`src/rtl/mips_mem_pkg.sv`:
```
// mips_mem_pkg: shared encodings for the M-stage data access unit.
package mips_mem_pkg;

  // Access size encodings carried by size_M; 2'b11 is handled as a word.
  localparam logic [1:0] SZ_B = 2'b00;
  localparam logic [1:0] SZ_H = 2'b01;
  localparam logic [1:0] SZ_W = 2'b10;

  // Bus transaction sequencer states.
  typedef enum logic [1:0] {
    ST_IDLE = 2'b00,
    ST_REQ  = 2'b01,
    ST_WAIT = 2'b10,
    ST_DONE = 2'b11
  } mem_state_t;

endpackage

```
`src/rtl/load_store_align.sv`:
```
// load_store_align: combinational byte-lane steering for M-stage loads and stores.
// Produces byte enables, lane-replicated store data, the extended load value and
// the misalignment flag from the low address bits and the access size.
module load_store_align
  import mips_mem_pkg::*;
(
  input  logic [1:0]  i_addr_lo,
  input  logic [1:0]  i_size,
  input  logic        i_unsigned,
  input  logic [31:0] i_store_data,
  input  logic [31:0] i_load_word,
  output logic [3:0]  o_be,
  output logic [31:0] o_wdata,
  output logic [31:0] o_load_data,
  output logic        o_misalign
);

  logic [7:0]  w_lane [4];
  logic [7:0]  w_byte;
  logic [15:0] w_half;

  genvar gi;
  generate
    for (gi = 0; gi < 4; gi = gi + 1) begin : g_lane
      assign w_lane[gi] = i_load_word[8*gi +: 8];
    end
  endgenerate

  // Pick the addressed byte and halfword out of the fetched word (little-endian lanes).
  always_comb begin
    w_byte = w_lane[i_addr_lo];
    w_half = i_addr_lo[1] ? i_load_word[31:16] : i_load_word[15:0];
  end

  // Per-size lane enables, store replication, load extension and alignment check.
  always_comb begin
    o_be        = 4'b1111;
    o_wdata     = i_store_data;
    o_load_data = i_load_word;
    o_misalign  = |i_addr_lo;
    case (i_size)
      SZ_B: begin
        o_be        = 4'b0001 << i_addr_lo;
        o_wdata     = {4{i_store_data[7:0]}};
        o_load_data = {{24{~i_unsigned & w_byte[7]}}, w_byte};
        o_misalign  = 1'b0;
      end
      SZ_H: begin
        o_be        = i_addr_lo[1] ? 4'b1100 : 4'b0011;
        o_wdata     = {2{i_store_data[15:0]}};
        o_load_data = {{16{~i_unsigned & w_half[15]}}, w_half};
        o_misalign  = i_addr_lo[0];
      end
      default: begin
        // word (and the reserved encoding, which behaves as a word)
      end
    endcase
  end

endmodule

```
`src/rtl/mem_access_stage.sv`:
```
// mem_access_stage: turns the M-stage load/store into one handshaked word-bus
// transaction, stalls the pipeline until it completes, and presents the aligned,
// extended load data plus a register-write enable gated to the completing cycle.
module mem_access_stage
  import mips_mem_pkg::*;
#(
  parameter int ADDR_W = 32,
  parameter int DATA_W = 32
) (
  input  logic              clk,
  input  logic              rst,
  input  logic              MemR_M,
  input  logic              MemW_M,
  input  logic [1:0]        size_M,
  input  logic              unsigned_M,
  input  logic [ADDR_W-1:0] ALU_result_M,
  input  logic [DATA_W-1:0] write_data_M,
  input  logic              RegW_enable_M,
  output logic [DATA_W-1:0] mem_read_M,
  output logic              RegW_gated_M,
  output logic              stall_M,
  output logic              misalign_M,
  output logic              dmem_req,
  output logic              dmem_we,
  output logic [ADDR_W-1:0] dmem_addr,
  output logic [DATA_W-1:0] dmem_wdata,
  output logic [3:0]        dmem_be,
  input  logic              dmem_gnt,
  input  logic              dmem_rvalid,
  input  logic [DATA_W-1:0] dmem_rdata
);

  mem_state_t        r_state;
  logic              r_req;
  logic              r_we;
  logic [ADDR_W-1:0] r_addr;
  logic [3:0]        r_be;
  logic [DATA_W-1:0] r_wdata;
  logic [DATA_W-1:0] r_rdata_q;

  logic              w_mem_op;
  logic              w_misalign_raw;
  logic              w_start;
  logic              w_stall;
  logic [3:0]        w_be;
  logic [DATA_W-1:0] w_wdata;
  logic [DATA_W-1:0] w_load_data;

  // Lane steering is shared: store side from the live inputs, load side from rdata_q.
  load_store_align u_align (
    .i_addr_lo    (ALU_result_M[1:0]),
    .i_size       (size_M),
    .i_unsigned   (unsigned_M),
    .i_store_data (write_data_M),
    .i_load_word  (r_rdata_q),
    .o_be         (w_be),
    .o_wdata      (w_wdata),
    .o_load_data  (w_load_data),
    .o_misalign   (w_misalign_raw)
  );

  assign w_mem_op = MemR_M | MemW_M;
  assign w_start  = w_mem_op & ~w_misalign_raw;

  // Transaction sequencer; bus fields are latched at issue so they hold until grant.
  always_ff @(posedge clk) begin
    if (rst) begin
      r_state   <= ST_IDLE;
      r_req     <= 1'b0;
      r_we      <= 1'b0;
      r_addr    <= '0;
      r_be      <= '0;
      r_wdata   <= '0;
      r_rdata_q <= '0;
    end else begin
      case (r_state)
        ST_IDLE: begin
          if (w_start) begin
            r_state <= ST_REQ;
            r_req   <= 1'b1;
            // a simultaneous read+write request is performed as a store
            r_we    <= MemW_M;
            r_addr  <= {ALU_result_M[ADDR_W-1:2], 2'b00};
            r_be    <= w_be;
            r_wdata <= w_wdata;
          end
        end
        ST_REQ: begin
          if (dmem_gnt) begin
            r_req   <= 1'b0;
            r_state <= r_we ? ST_DONE : ST_WAIT;
          end
        end
        ST_WAIT: begin
          if (dmem_rvalid) begin
            r_rdata_q <= dmem_rdata;
            r_state   <= ST_DONE;
          end
        end
        ST_DONE: begin
          // the pipeline advances this cycle, so the next instruction starts fresh
          r_state <= ST_IDLE;
        end
        default: r_state <= ST_IDLE;
      endcase
    end
  end

  // Stall holds the pipeline from the first sight of an aligned access until DONE.
  always_comb begin
    w_stall = 1'b0;
    case (r_state)
      ST_IDLE: w_stall = w_start;
      ST_REQ:  w_stall = 1'b1;
      ST_WAIT: w_stall = 1'b1;
      default: w_stall = 1'b0;
    endcase
    if (rst) begin
      w_stall = 1'b0;
    end
  end

  assign stall_M      = w_stall;
  assign misalign_M   = w_mem_op & w_misalign_raw & ~rst;
  assign RegW_gated_M = RegW_enable_M & ~w_stall & ~misalign_M & ~rst;
  assign mem_read_M   = w_load_data;

  assign dmem_req   = r_req;
  assign dmem_we    = r_we;
  assign dmem_addr  = r_addr;
  assign dmem_be    = r_be;
  assign dmem_wdata = r_wdata;

endmodule

```
`config.mk`:
```
export PLATFORM = sky130hd
export DESIGN_NAME = mem_access_stage
export DESIGN_NICKNAME = d
export VERILOG_FILES = /design/src/rtl/mips_mem_pkg.sv /design/src/rtl/load_store_align.sv /design/src/rtl/mem_access_stage.sv
export SDC_FILE = /design/constraint.sdc
export NUM_CORES = 1
export LEC_CHECK = 0
export CORE_MARGIN = 2
export CORE_UTILIZATION = 48
export DETAILED_ROUTE_END_ITERATION = 10
export PLACE_DENSITY = 0.93
export SYNTH_ARGS = -nofsm -noshare
export SYNTH_HDL_FRONTEND = slang
export SYNTH_HIERARCHICAL = 1
export SYNTH_SLANG_ARGS = --single-unit
```
`constraint.sdc`:
```
create_clock -name clk -period 4.4 [get_ports clk]
set_clock_uncertainty 0.15 [all_clocks]
set_input_delay 0.88 -clock clk [delete_from_list [all_inputs] [get_ports clk]]
set_output_delay 0.88 -clock clk [all_outputs]
set_load 0.01 [all_outputs]
```
==> images/pdn.png <==
Scale: 3 px per um. Pins as bars on the die edge.
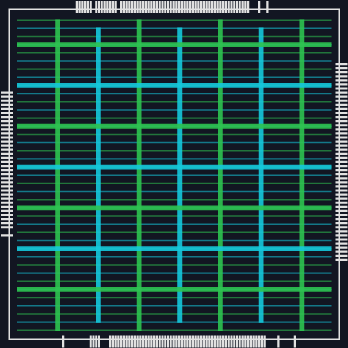
legend:
  cyan:
    net: VDD
  green:
    net: VSS
met1 rails: 39
met4 straps: 7

==> images/metal_stack.png <==
Scale: 3 px per um. Two of the layers only.
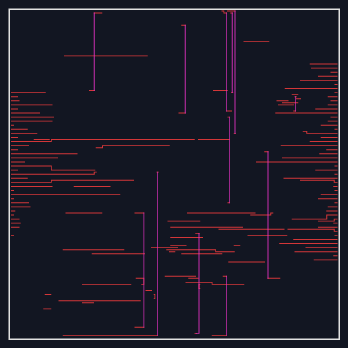
legend:
  magenta:
    layer: met4
    wire_length: 377 um
  red:
    layer: met3
    wire_length: 1,250 um
total track usage: 27.3%
Post-Route WL: 16,900 um
total number of vias: 5,375
Routed wire per std cell: 17.6 um

==> images/clock_map.png <==
Scale: 4 px per um.
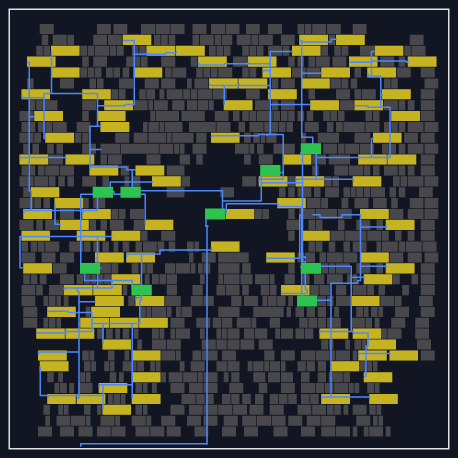
legend:
  yellow:
    item: flip-flops
    count: 102
  green:
    item: cells driving clock nets
    count: 9
  blue:
    item: clock wires
    length: 1,230 um
flops lie: widely spread
routed clock nets: 10

==> images/cell_classes.png <==
Scale: 2 px per um. Fill, decap, tap and diode cells in grey.
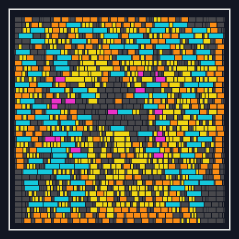
legend:
  cyan:
    class: flops
    cells: 102
  orange:
    class: other buffers and delay cells
    cells: 221
  yellow:
    class: all other logic
    cells: 479
  magenta:
    class: clock drivers and dummy loads
    cells: 16

==> images/final_placement.png <==
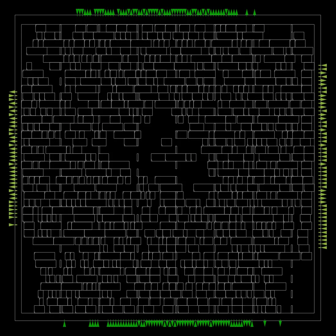
post-layout util: 68.7%
core area: 10,800 um2
Final Non-Filler Cells: 958
seq_cells: 102
fill cell count: 890

==> impl_metrics.ini <==
; implementation run metrics
[global_route]
antenna_found_initial = 0
grt-ovfl-total = 0

[power]
leakagePower_nw = 2.62

[logic_synthesis]
syn_area_um2 = 5340
synth_area_per_cell_um2 = 8.12
topCellsByArea = dfxtp_1 (38%), a21oi_1 (9.4%), o21ai_0 (7.0%)

[sta]
whs_ps = 328
finalHoldViolCount = 0
rsz0062_at_grt = no
timing.max_slew.rel_slack_pct = 24.5
tightestPinTransition_ps = 1130
max_freq_mhz = 245

[final_layout]
antenna_cells = 0
nNonClkInverters = 9
layout_top_cell = clkdlybuf4s50_1

[clock_network]
numClockSinks = 102
cts-root-buf = clkbuf_8

[floorplanning]
num_tap_cells = 140
die-area_um2 = 12000
die_x_um = 109

[setup_path]
cp-end-kind = output pin
crit_type = in2out
cpMostUsedCell = clkdlybuf4s50_1
rr_worst_depth = 6

[status]
run_status = complete, no violations

[route]
drtIter0Drc = 421
-- layer usage --
metal  vias to the layer above  part of all wire [%]  track usage, %
met3                        25                   7.4            6.22
met1                      2512                    45            37.5
met5                         -                     0               0
met4                         0                   2.2            8.95
met2                       205                    46            42.4
li1                       2633                     -               -
-- Yosys cell counts (all sizes together) --
master,number
o22ai,16
o21ai,77
o21a,1
nand3,67
ha,5
a221oi,1
or3b,1
o21ba,1
conb,1
o21bai,5
and2b,1
o211ai,1
nor2b,20
o2111a,1
o221ai,8
dfxtp,102
nand2,83
buf,55
a311oi,1
or2,2
mux2,19
and2,2
clkbuf,23
nand2b,1
inv,9
a32o,1
a22oi,9
a221o,8
and4b,1
o41ai,1
nor2,14
a31oi,1
nor3,2
a21oi,101
mux2i,17
-- worst register-to-register path, delay by kind of cell (launching register included) --
kind | cells | cell delay (ps)
DFF | 1 | 360
buffers and inverters | 3 | 1450
adders and majority gates | 1 | 210
AOI/OAI and AO/OA | 2 | 490
-- flip-flops by register name, indices dropped and copies added, names as in the netlist --
register and flops:
r_state 2, dmem_addr 30, dmem_wdata 32, dmem_req 1, dmem_be 4, dmem_we 1, r_rdata_q 32
-- cell families after synthesis --
group | after synthesis | synth area share [%]
buffers and inverters | 87 | 9.00
adders and majority gates | 5 | 1.17
AOI/OAI and AO/OA | 233 | 26.0
and+or+nand+nor | 194 | 17.7
DFF | 102 | 38.2
other | 1 | 0.0702
muxes | 36 | 7.76
-- power breakdown --
part / internal, mW / switching, mW
Combinational: 0.540 / 0.693
Clock: 0.228 / 0.343
Sequential: 1.06 / 0.0912
Total: 1.83 / 1.13
Power is estimated from default activity; no workload was simulated.
